==> src/rtl/lsu_pkg.sv <==
// Shared types and encodings for the load/store unit: FSM states, RISC-V width codes
// and the memory dataType codes, plus small decode helpers.
package lsu_pkg;

    typedef enum logic [1:0] {
        S_IDLE,
        S_ACCESS,
        S_REFILL,
        S_RESP
    } state_e;

    localparam logic [2:0] F3_B  = 3'b000;
    localparam logic [2:0] F3_H  = 3'b001;
    localparam logic [2:0] F3_W  = 3'b010;
    localparam logic [2:0] F3_BU = 3'b100;
    localparam logic [2:0] F3_HU = 3'b101;

    localparam logic [1:0] DT_WORD = 2'b00;
    localparam logic [1:0] DT_BYTE = 2'b01;
    localparam logic [1:0] DT_HALF = 2'b10;

    function automatic logic [1:0] dt_of(input logic [2:0] funct3);
        case (funct3)
            F3_B, F3_BU: dt_of = DT_BYTE;
            F3_H, F3_HU: dt_of = DT_HALF;
            default:     dt_of = DT_WORD;
        endcase
    endfunction

    // Stores have no unsigned variants, so BU/HU are only legal for loads.
    function automatic logic width_legal(input logic [2:0] funct3, input logic we);
        case (funct3)
            F3_B, F3_H, F3_W: width_legal = 1'b1;
            F3_BU, F3_HU:     width_legal = !we;
            default:          width_legal = 1'b0;
        endcase
    endfunction

endpackage

==> src/rtl/load_extend.sv <==
// Combinational load-data extension: selects the low byte/halfword of the memory
// word and sign- or zero-extends it according to the RISC-V width code.
module load_extend
    import lsu_pkg::*;
#(
    parameter int DATA_WIDTH = 32
) (
    input  logic [2:0]            funct3_i,
    input  logic [DATA_WIDTH-1:0] rd_i,
    output logic [DATA_WIDTH-1:0] ext_o
);

    always_comb begin
        ext_o = rd_i;
        case (funct3_i)
            F3_B:  ext_o = {{(DATA_WIDTH-8){rd_i[7]}}, rd_i[7:0]};
            F3_BU: ext_o = {{(DATA_WIDTH-8){1'b0}}, rd_i[7:0]};
            F3_H:  ext_o = {{(DATA_WIDTH-16){rd_i[15]}}, rd_i[15:0]};
            F3_HU: ext_o = {{(DATA_WIDTH-16){1'b0}}, rd_i[15:0]};
            default: ext_o = rd_i;
        endcase
    end

endmodule

==> src/rtl/load_store_unit.sv <==
// Single-outstanding load/store unit between a CPU request port and a byte-addressed
// data memory with miss signalling. Define LSU_MISALIGN_CHECK_EN to reject misaligned H/W accesses.
module load_store_unit
    import lsu_pkg::*;
#(
    parameter int ADDRESS_WIDTH = 16,
    parameter int DATA_WIDTH    = 32,
    parameter int MISS_PENALTY  = 2
) (
    input  logic                     clk,
    input  logic                     rst,
    input  logic                     req_valid,
    output logic                     req_ready,
    input  logic                     req_we,
    input  logic [2:0]               req_funct3,
    input  logic [ADDRESS_WIDTH-1:0] req_addr,
    input  logic [DATA_WIDTH-1:0]    req_wdata,
    output logic                     resp_valid,
    output logic [DATA_WIDTH-1:0]    resp_rdata,
    output logic                     resp_err,
    output logic [ADDRESS_WIDTH-1:0] A,
    output logic                     WE,
    output logic [DATA_WIDTH-1:0]    WD,
    output logic [1:0]               dataType,
    input  logic [DATA_WIDTH-1:0]    RD,
    input  logic                     mem_miss
);

    localparam logic [3:0] REFILL_LAST = 4'(MISS_PENALTY - 1);

    state_e                   state_q, state_d;
    logic [ADDRESS_WIDTH-1:0] addr_q, addr_d;
    logic [DATA_WIDTH-1:0]    wdata_q, wdata_d;
    logic                     we_q, we_d;
    logic [2:0]               funct3_q, funct3_d;
    logic                     err_q, err_d;
    logic [DATA_WIDTH-1:0]    rdata_q, rdata_d;
    logic [3:0]               cnt_q, cnt_d;

    logic [DATA_WIDTH-1:0]    ext_data;
    logic                     misaligned;
    logic                     req_legal;

    load_extend #(
        .DATA_WIDTH(DATA_WIDTH)
    ) u_load_extend (
        .funct3_i(funct3_q),
        .rd_i    (RD),
        .ext_o   (ext_data)
    );

`ifdef LSU_MISALIGN_CHECK_EN
    assign misaligned = ((dt_of(req_funct3) == DT_HALF) && req_addr[0]) ||
                        ((dt_of(req_funct3) == DT_WORD) && (req_addr[1:0] != 2'b00));
`else
    assign misaligned = 1'b0;
`endif

    assign req_legal = width_legal(req_funct3, req_we) && !misaligned;

    always_comb begin
        // NOTE: every next-state signal takes its held value first so no path leaves it unassigned (no latches).
        state_d  = state_q;
        addr_d   = addr_q;
        wdata_d  = wdata_q;
        we_d     = we_q;
        funct3_d = funct3_q;
        err_d    = err_q;
        rdata_d  = rdata_q;
        cnt_d    = cnt_q;

        case (state_q)
            S_IDLE: begin
                if (req_valid) begin
                    addr_d   = req_addr;
                    wdata_d  = req_wdata;
                    we_d     = req_we;
                    funct3_d = req_funct3;
                    if (req_legal) begin
                        err_d   = 1'b0;
                        state_d = S_ACCESS;
                    end else begin
                        err_d   = 1'b1;
                        rdata_d = '0;
                        state_d = S_RESP;
                    end
                end
            end
            S_ACCESS: begin
                if (we_q) begin
                    rdata_d = '0;
                    state_d = S_RESP;
                end else if (mem_miss) begin
                    cnt_d   = '0;
                    state_d = S_REFILL;
                end else begin
                    rdata_d = ext_data;
                    state_d = S_RESP;
                end
            end
            S_REFILL: begin
                if (cnt_q == REFILL_LAST) begin
                    cnt_d   = '0;
                    state_d = S_ACCESS;
                end else begin
                    cnt_d = cnt_q + 4'd1;
                end
            end
            S_RESP:  state_d = S_IDLE;
            default: state_d = S_IDLE;
        endcase
    end

    // NOTE: sequential state uses non-blocking assignments so all registers update together on the edge.
    always_ff @(posedge clk or posedge rst) begin
        if (rst) begin
            state_q  <= S_IDLE;
            addr_q   <= '0;
            wdata_q  <= '0;
            we_q     <= 1'b0;
            funct3_q <= F3_W;
            err_q    <= 1'b0;
            rdata_q  <= '0;
            cnt_q    <= '0;
        end else begin
            state_q  <= state_d;
            addr_q   <= addr_d;
            wdata_q  <= wdata_d;
            we_q     <= we_d;
            funct3_q <= funct3_d;
            err_q    <= err_d;
            rdata_q  <= rdata_d;
            cnt_q    <= cnt_d;
        end
    end

    // Memory-side outputs decode straight from state so an async reset drops WE at once.
    logic in_mem;
    assign in_mem     = (state_q == S_ACCESS) || (state_q == S_REFILL);
    assign A          = in_mem ? addr_q : '0;
    assign dataType   = in_mem ? dt_of(funct3_q) : DT_WORD;
    assign WE         = (state_q == S_ACCESS) && we_q;
    assign WD         = (state_q == S_ACCESS) ? wdata_q : '0;

    assign req_ready  = (state_q == S_IDLE);
    assign resp_valid = (state_q == S_RESP);
    assign resp_err   = (state_q == S_RESP) && err_q;
    assign resp_rdata = rdata_q;

endmodule

==> config.mk <==
export PLATFORM = sky130hd
export DESIGN_NAME = load_store_unit
export DESIGN_NICKNAME = d
export VERILOG_FILES = /design/src/rtl/lsu_pkg.sv /design/src/rtl/load_extend.sv /design/src/rtl/load_store_unit.sv
export SDC_FILE = /design/constraint.sdc
export NUM_CORES = 1
export LEC_CHECK = 0
export CELL_PAD_IN_SITES_DETAIL_PLACEMENT = 0
export CELL_PAD_IN_SITES_GLOBAL_PLACEMENT = 1
export CORE_ASPECT_RATIO = 1.5
export CORE_UTILIZATION = 29
export DETAILED_ROUTE_END_ITERATION = 10
export PLACE_DENSITY_LB_ADDON = 0.1
export SLEW_MARGIN = 25
export SYNTH_ARGS = -nofsm -noshare
export SYNTH_HDL_FRONTEND = slang
export SYNTH_HIERARCHICAL = 1
export SYNTH_SLANG_ARGS = --single-unit
==> constraint.sdc <==
create_clock -name clk -period 2.7 [get_ports clk]
set_input_delay 0.54 -clock clk [delete_from_list [all_inputs] [get_ports clk]]
set_output_delay 0.54 -clock clk [all_outputs]
set_load 0.05 [all_outputs]
Sequential cells coloured by netlist name:
The bar under the picture is 20 um long. Other sequential cells in the stronger grey, the rest of the logic in the fainter grey.
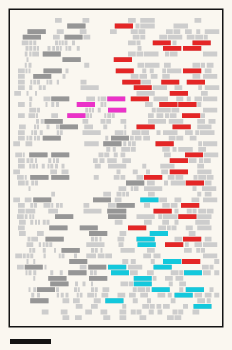
[cyan] `addr_q` | flops: 16
[red] `wdata_q` | flops: 32
[magenta] `cnt_q` | flops: 4
not coloured: 39

Logic cells by family:
The bar under the picture is 20 um long.
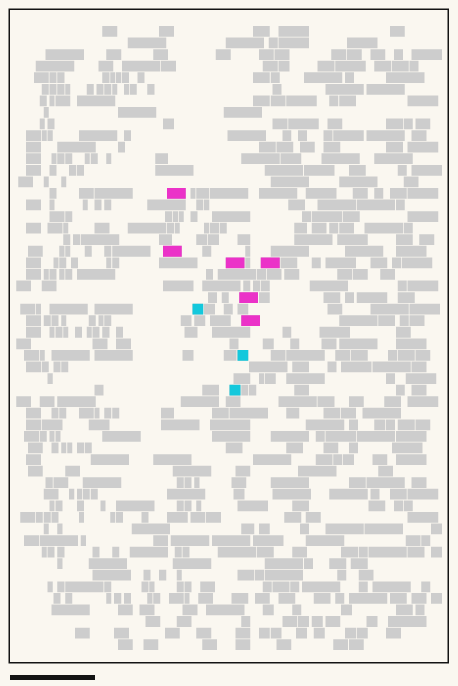
[magenta] adder and majority cells | cells: 6 | most used: ha_1 | where: middle
[cyan] AND-OR and OR-AND gates | cells: 3 | most used: a21o_1

Placement by cell class:
The bar under the picture is 20 um long.
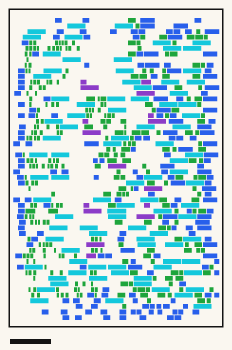
[purple] clock drivers and dummy loads | cells: 16 | share of their area: 4.5%
[green] combinational and other logic | cells: 297 | share of their area: 29%
[blue] other buffers and delay cells | cells: 183 | share of their area: 32%
[cyan] flops | cells: 91 | share of their area: 34%
Seq area share: 0.331
Floorplan Core Area: 14,700 sq um
Post-Route Utilization: 0.467
std cell rows: 54
post-route cell area: 6880 sq um

==> out/metrics.yaml <==
pwr:
  p_seq_frac: 0.250
routing:
  dr.pass1.iters: 4
  drt_iter0_markers: 66
  drc: 0
  vias: 3636
global_routing:
  grt_pass1_vias: 3754
  grt_pass1_wl_um: 19300
floorplan:
  die_y_um: 153
cts:
  cts_setup_buffers: 0
  cts_max_level: 3
timing:
  fmax_mhz: 389
  finalHoldViolCount: 0
  tightest_slew_ns: 0.768
  relSlewSlack: 0.478
outcome:
  outcome: "complete, no violations"
synth:
  numSynthFlops: 91
worst_hold_path:
  min_to: "err_q"
worst_setup_path:
  critPathCaptureType: "output pin"
  critPathMaxFanout: 7
job:
  tool_warnings: 30
final_layout:
  drive_above_1_share: 0.235
Track usage over the die:
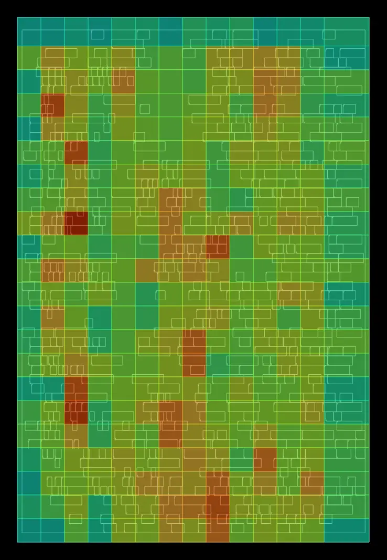
drt wl/cell: 15.4 um
met1 usage: 0.188
met3 Usage GRT: 0.0375

Drive-strength map:
The bar under the picture is 20 um long.
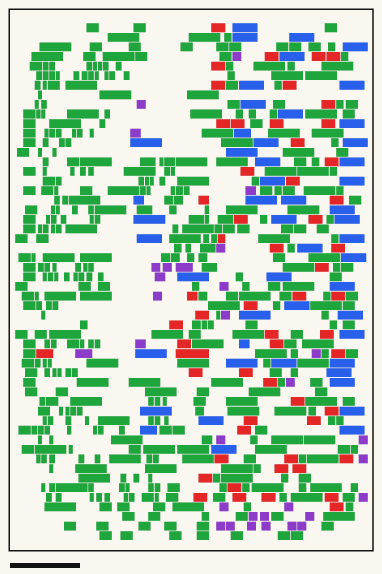
[blue] _6 and larger | cells: 50 | share: 8.5%
[red] _2 cells | cells: 57 | share: 9.7%
[purple] _3 and _4 cells | cells: 31 | share: 5.3%
[green] _0 and _1 cells | cells: 449 | share: 76%
count of plain and timing-repair buffers: 183
Area Growth Syn to Fin: 55.5%

## flip-flops by register name, indices dropped and copies added, names as in the netlist
name and cells:
addr_q 16, cnt_q 4, err_q 1, funct3_q 3
resp_rdata 32, state_q 2, wdata_q 32, we_q 1
## cell families (layout without fill, tap and decap cells)
kind of cell,after synthesis,in the layout,share of synthesized area
flip-flops,91,91,0.515
AND-OR/OR-AND,106,106,0.125
adder cells (fa/ha/maj),6,6,0.0170
AND/OR/NAND/NOR,127,127,0.149
multiplexers,53,53,0.135
buffers and inverters,44,204,0.0585
## synthesized netlist by cell type (all sizes together)
cell     n  area [sq um]
dfrtp   90          2250
inv      5          18.8
nor3b    1          7.51
and3     1          6.26
ha       6          75.1
nor2     1          3.75
buf     21           171
a21oi    3          15.0
mux2    52           586
nor2b    4          32.5
nand2   61           229
or3b     1          8.76
nand2b   2          12.5
o21a     1          7.51
and2    50           313
a21boi   1          7.51
a211oi   1          7.51
or2      2          15.0
mux2i    1          13.8
nand3    2          10.0
o21ai   95           475
or4b     1          13.8
dfstp    1          26.3
clkbuf  18          68.8
o311ai   1          8.76
a21o     2          15.0
and3b    1          8.76
o31ai    2          15.0
## final cells by class
class,count,area share
clock inverter,5,0.00637
clock buffer,11,0.0367
tap,196,0.0357
sequential,91,0.331
timing repair buffer,183,0.311
multi-input combinational,292,0.275
inverter,5,0.00327
## worst max path at each step
stage	end	slack, ns	depth (start not counted)
floorplan	dataType[0]	0.20	3
global placement	req_ready	0.51	3
detailed placement	req_ready	0.47	3
CTS	req_ready	0.10	3
global route	req_ready	0.01	3
finish	req_ready	0.13	3
## stage by stage
stage,area [sq um],utilization,hold WS [ns]
after floorplan,4430,-,0.442
after detailed placement,6580,0.447,0.483
after global routing,6880,0.467,0.505
after CTS,6880,0.467,0.498
after global placement,6580,0.447,0.468
final,6880,0.467,0.492
## metal layers
metal	global-route usage	wire, um
met1	0.188	4920
met2	0.277	6280
met3	0.0375	772
met4	0.0443	87
met5	0	0
## power groups by stage
stage / Combinational (uW) / Sequential, uW / Clock [uW]
3_5_place_dp: 6050 / 2430 / 0
5_1_grt: 6320 / 2510 / 1350
2_1_floorplan: 3190 / 3030 / 0
4_1_cts: 6060 / 2420 / 1290
6_report: 5970 / 2410 / 1230
3_3_place_gp: 5990 / 2410 / 0
## worst max-delay path: stages, from the launching register on
cell	delay (ns)
dfrtp_1	0.41
inv_1	0.11
ha_1	0.29
clkdlybuf4s50_1	0.88
No activity file was given, so power comes from the tool's default toggle rates.
